power_grid.png
Scale bar: 50 µm. Pins as bars on the die edge.
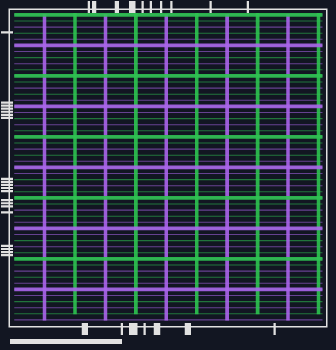
placement_by_type.png
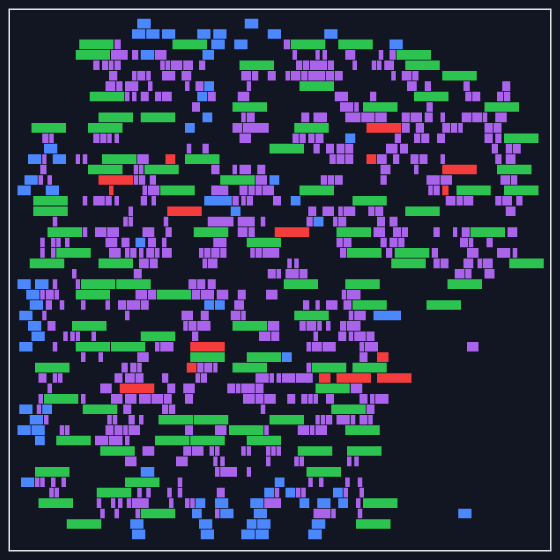
clk_routes.png
Scale bar: 50 µm.
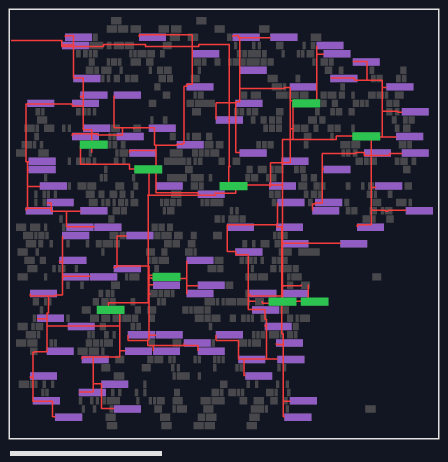
wires.png
Scale bar: 50 µm.
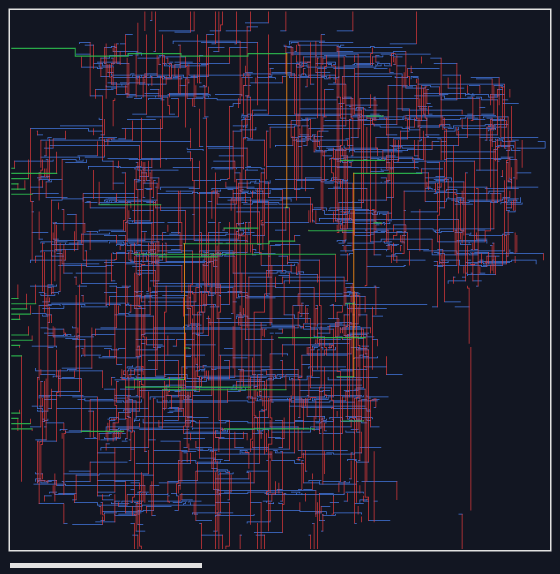
==> src/rtl/auto_player_seq_if.sv <==
// Control, song-memory and buzzer signals of the auto-play sequencer.
// TEMPO_SCALE_EN adds the tempo_shift control input.
interface auto_player_seq_if #(
  parameter int unsigned NOTE_W = 4,
  parameter int unsigned DUR_W  = 28,
  parameter int unsigned ADDR_W = 5
);
  logic              start;
  logic              stop;
  logic              pause;
  logic              loop_mode;
  logic [NOTE_W-1:0] mem_note;
  logic [DUR_W-1:0]  mem_dur;
  logic [ADDR_W-1:0] mem_addr;
  logic              key_on;
  logic [NOTE_W-1:0] key;
  logic              playing;
  logic              song_done;
`ifdef TEMPO_SCALE_EN
  logic [1:0]        tempo_shift;
`endif

  // Sequencer side: reads control and song data, drives address and buzzer.
  modport master (
    input  start, stop, pause, loop_mode, mem_note, mem_dur,
`ifdef TEMPO_SCALE_EN
    input  tempo_shift,
`endif
    output mem_addr, key_on, key, playing, song_done
  );

  // Environment side: controller, song ROM and buzzer.
  modport slave (
    output start, stop, pause, loop_mode, mem_note, mem_dur,
`ifdef TEMPO_SCALE_EN
    output tempo_shift,
`endif
    input  mem_addr, key_on, key, playing, song_done
  );
endinterface

==> src/rtl/auto_player_seq.sv <==
// Auto-play sequencer: walks note/duration entries of a song ROM and drives the buzzer key.
// Optional TEMPO_SCALE_EN: effective duration = mem_dur >> tempo_shift (minimum 1).
module auto_player_seq #(
  parameter int unsigned NOTE_W     = 4,
  parameter int unsigned DUR_W      = 28,
  parameter int unsigned SONG_LEN   = 25,
  parameter int unsigned ADDR_W     = 5,
  parameter int unsigned GAP_CYCLES = 50000000
) (
  input logic              clk,
  input logic              rst,
  auto_player_seq_if.master bus_io
);

  localparam int unsigned GAP_W = (GAP_CYCLES > 1) ? $clog2(GAP_CYCLES + 1) : 1;

  typedef enum logic [2:0] {StIdle, StFetch, StLoad, StNote, StGap} state_e;

  state_e            state_q, state_d;
  logic [ADDR_W-1:0] addr_q, addr_d;
  logic [NOTE_W-1:0] key_q, key_d;
  logic [DUR_W-1:0]  dur_q, dur_d;
  logic [DUR_W-1:0]  cnt_q, cnt_d;
  logic [GAP_W-1:0]  gcnt_q, gcnt_d;
  logic [DUR_W-1:0]  eff_dur;
  logic              advance;
  logic              end_song;
  logic              song_done;

  always_comb begin
`ifdef TEMPO_SCALE_EN
    eff_dur = bus_io.mem_dur >> bus_io.tempo_shift;
    if (eff_dur == '0) eff_dur = DUR_W'(1);
`else
    eff_dur = bus_io.mem_dur;
`endif
  end

  always_comb begin
    state_d   = state_q;
    addr_d    = addr_q;
    key_d     = key_q;
    dur_d     = dur_q;
    cnt_d     = cnt_q;
    gcnt_d    = gcnt_q;
    advance   = 1'b0;
    end_song  = 1'b0;
    song_done = 1'b0;

    unique case (state_q)
      StIdle: begin
        if (bus_io.start) begin
          addr_d  = '0;
          state_d = StFetch;
        end
      end
      StFetch: state_d = StLoad;
      StLoad: begin
        // End marker is judged on the raw duration, before any tempo scaling.
        if (bus_io.mem_dur == '0) begin
          end_song = 1'b1;
        end else begin
          key_d   = bus_io.mem_note;
          dur_d   = eff_dur;
          cnt_d   = DUR_W'(1);
          state_d = StNote;
        end
      end
      StNote: begin
        // Compare before increment so an all-ones duration never wraps.
        if (!bus_io.pause) begin
          if (cnt_q == dur_q) begin
            if (GAP_CYCLES == 0) begin
              advance = 1'b1;
            end else begin
              gcnt_d  = GAP_W'(1);
              state_d = StGap;
            end
          end else begin
            cnt_d = cnt_q + DUR_W'(1);
          end
        end
      end
      StGap: begin
        if (!bus_io.pause) begin
          if (gcnt_q == GAP_W'(GAP_CYCLES)) advance = 1'b1;
          else                              gcnt_d  = gcnt_q + GAP_W'(1);
        end
      end
      default: state_d = StIdle;
    endcase

    if (advance) begin
      if (addr_q < ADDR_W'(SONG_LEN - 1)) begin
        addr_d  = addr_q + ADDR_W'(1);
        state_d = StFetch;
      end else begin
        end_song = 1'b1;
      end
    end

    if (end_song) begin
      addr_d = '0;
      if (bus_io.loop_mode) begin
        state_d = StFetch;
      end else begin
        song_done = 1'b1;
        key_d     = '0;
        state_d   = StIdle;
      end
    end

    // Stop overrides everything, including a same-cycle start or song end.
    if (bus_io.stop) begin
      state_d   = StIdle;
      key_d     = '0;
      addr_d    = '0;
      song_done = 1'b0;
    end
  end

  always_ff @(posedge clk or posedge rst) begin
    if (rst) begin
      state_q <= StIdle;
      addr_q  <= '0;
      key_q   <= '0;
      dur_q   <= '0;
      cnt_q   <= '0;
      gcnt_q  <= '0;
    end else begin
      state_q <= state_d;
      addr_q  <= addr_d;
      key_q   <= key_d;
      dur_q   <= dur_d;
      cnt_q   <= cnt_d;
      gcnt_q  <= gcnt_d;
    end
  end

  // key_on follows state so an async reset silences the buzzer at once.
  assign bus_io.key_on    = (state_q == StNote) && !bus_io.pause;
  assign bus_io.key       = key_q;
  assign bus_io.mem_addr  = addr_q;
  assign bus_io.playing   = (state_q != StIdle);
  assign bus_io.song_done = song_done;

endmodule

==> src/flat_wrapper.sv <==
// flat-port wrapper written by rule: the top's interface ports become plain ports
module auto_player_seq_flat 
#(
  parameter int unsigned NOTE_W     = 4,
  parameter int unsigned DUR_W      = 28,
  parameter int unsigned SONG_LEN   = 25,
  parameter int unsigned ADDR_W     = 5,
  parameter int unsigned GAP_CYCLES = 50000000
)
  (clk, rst, bus_io_start, bus_io_stop, bus_io_pause, bus_io_loop_mode, bus_io_mem_note, bus_io_mem_dur, bus_io_mem_addr, bus_io_key_on, bus_io_key, bus_io_playing, bus_io_song_done);
  auto_player_seq_if #(.NOTE_W(NOTE_W), .DUR_W(DUR_W), .ADDR_W(ADDR_W)) bus_io_i ();
  input logic clk;
  input logic rst;
  input wire logic [$bits(bus_io_i.start)-1:0] bus_io_start;
  input wire logic [$bits(bus_io_i.stop)-1:0] bus_io_stop;
  input wire logic [$bits(bus_io_i.pause)-1:0] bus_io_pause;
  input wire logic [$bits(bus_io_i.loop_mode)-1:0] bus_io_loop_mode;
  input wire logic [$bits(bus_io_i.mem_note)-1:0] bus_io_mem_note;
  input wire logic [$bits(bus_io_i.mem_dur)-1:0] bus_io_mem_dur;
  output wire logic [$bits(bus_io_i.mem_addr)-1:0] bus_io_mem_addr;
  output wire logic [$bits(bus_io_i.key_on)-1:0] bus_io_key_on;
  output wire logic [$bits(bus_io_i.key)-1:0] bus_io_key;
  output wire logic [$bits(bus_io_i.playing)-1:0] bus_io_playing;
  output wire logic [$bits(bus_io_i.song_done)-1:0] bus_io_song_done;
  assign bus_io_i.start = bus_io_start;
  assign bus_io_i.stop = bus_io_stop;
  assign bus_io_i.pause = bus_io_pause;
  assign bus_io_i.loop_mode = bus_io_loop_mode;
  assign bus_io_i.mem_note = bus_io_mem_note;
  assign bus_io_i.mem_dur = bus_io_mem_dur;
  assign bus_io_mem_addr = bus_io_i.mem_addr;
  assign bus_io_key_on = bus_io_i.key_on;
  assign bus_io_key = bus_io_i.key;
  assign bus_io_playing = bus_io_i.playing;
  assign bus_io_song_done = bus_io_i.song_done;
  auto_player_seq #(.NOTE_W(NOTE_W), .DUR_W(DUR_W), .SONG_LEN(SONG_LEN), .ADDR_W(ADDR_W), .GAP_CYCLES(GAP_CYCLES)) u_core (.clk(clk), .rst(rst), .bus_io(bus_io_i));
endmodule
==> config.mk <==
export PLATFORM = sky130hd
export DESIGN_NAME = auto_player_seq_flat
export DESIGN_NICKNAME = d
export VERILOG_FILES = /design/src/rtl/auto_player_seq_if.sv /design/src/rtl/auto_player_seq.sv /design/src/flat_wrapper.sv
export SDC_FILE = /design/constraint.sdc
export NUM_CORES = 1
export LEC_CHECK = 0
export CORE_MARGIN = 1.5
export CORE_UTILIZATION = 28
export CTS_CLUSTER_SIZE = 16
export DETAILED_ROUTE_END_ITERATION = 8
export PLACE_DENSITY = 0.42
export SLEW_MARGIN = 40
export SYNTH_ARGS = -nofsm -noshare
export SYNTH_HDL_FRONTEND = slang
export SYNTH_SLANG_ARGS = --single-unit
==> constraint.sdc <==
create_clock -name clk -period 3.5 [get_ports clk]
set_input_delay 0.7 -clock clk [delete_from_list [all_inputs] [get_ports clk]]
set_output_delay 0.7 -clock clk [all_outputs]
set_load 0.02 [all_outputs]
==> impl_metrics.py <==
# Synthesis and PnR figures
metrics = {
    "cells_and_area": {
        "finalInstanceArea_um2": 6520,
        "largestRegisters": "u_core.cnt_q (28), u_core.dur_q (28), u_core.gcnt_q (26)",
        "lay_top_count": "nand2_1",
        "area.combinational_um2": 2850,
        "final_util_pct": 34.9,
        "fill_cells": 1948,
    },
    "routing": {
        "avgViaCountPerCell": 5.17,
        "vias": 4731,
        "wire_per_inst_um": 16.4,
        "wl_met1_um": 7050,
        "dr.max_layer_used": "met4",
    },
    "pwr": {
        "p_clk_uw": 953,
        "combPwrFrac_pct": 19.2,
        "power_density_nw_per_um2": 439,
        "switching_share_pct": 31.9,
        "clockPowerShare_pct": 33.2,
        "power_leader": "registers",
        "powerSeq_mw": 1.37,
    },
    "placement": {
        "dpl_cell_area_um2": 6220,
        "dp_hpwl_um": 10600,
    },
    "final_timing": {
        "rsz0062_at_grt": "no",
        "fmax_ghz": 0.297,
    },
    "setup_path": {
        "reg2reg_from": "u_core.cnt_q[5]",
        "cp_max_fo": 2,
        "end_kind": "output port",
        "reg2reg_depth": 7,
        "critical_path_class": "in2out",
    },
    "die": {
        "die_w_um": 141,
        "die_area_um2": 19900,
    },
    "global_routing": {
        "grt_max_degree": 62,
        "antenna_found_initial": 0,
    },
    "clock_network": {
        "numCtsBuffers": 9,
        "cts_hold_buf": 0,
        "post_cts_resized": 4,
    },
    "synth": {
        "ys.flop_type": "dfrtp_1",
        "mux_area_share_pct": 1.69,
        "async_reset_ff_share_pct": 100,
        "ys_sh_simple_pct": 32.2,
        "yosysUniqueCellTypes": 56,
        "yosys-stat-cells": 620,
        "fa_ha_area_share_pct": 0.940,
        "synth-edff-count": 0,
        "syn_area_um2": 5330,
        "ys_area_um2": 5330,
    },
    "run_status": {
        "status": "complete, no violations",
    },
    "worst_hold_path": {
        "min_to": "u_core.dur_q[19]",
    },
}
About power_grid.png:
colour	net
purple	VSS
green	VDD
met1 rails	51
rows	50
met4 straps	10

About placement_by_type.png:
colour	class	cells	share of their area
blue	remaining buffers and delay cells	75	11%
red	clock drivers and dummy loads	16	4.4%
purple	combinational and other logic	496	46%
green	sequential cells	94	38%

About clk_routes.png:
[purple] flip-flops | count: 94
[red] clock wires | length: 1530 µm
[green] clock drivers | count: 9
routed clock nets	10
flops lie	spread over the die

About wires.png:
colour	layer	wire length
red	metal 2	7330 µm
blue	metal 1	7050 µm
orange	metal 4	129 µm
green	metal 3	463 µm

worst max-delay path: cells and delay by family:
family                 cells  cell delay [ns]
buffers and inverters      3             0.93
AOI/OAI and AO/OA          1             0.03
and+or+nand+nor            4             0.99
per-stage QoR:
step,setup TNS [ns],hold WS [ns],instances,power [mW]
floorplan,0,0.465,620,1.70
finish,0,0.505,915,2.87
global placement,-0.355,0.490,899,1.94
global route,0,0.536,915,3.04
detailed placement,-0.349,0.486,899,1.94
CTS,0,0.503,915,2.93
final cells by class:
cell class	count	share of cell area, %
clock buffer	10	3.51
clock inverter	6	0.690
inverter	11	0.710
multi-input combinational	485	43.7
sequential	94	36.1
tap	234	4.49
timing repair buffer	75	10.9
Power and IR drop assume default switching activity.
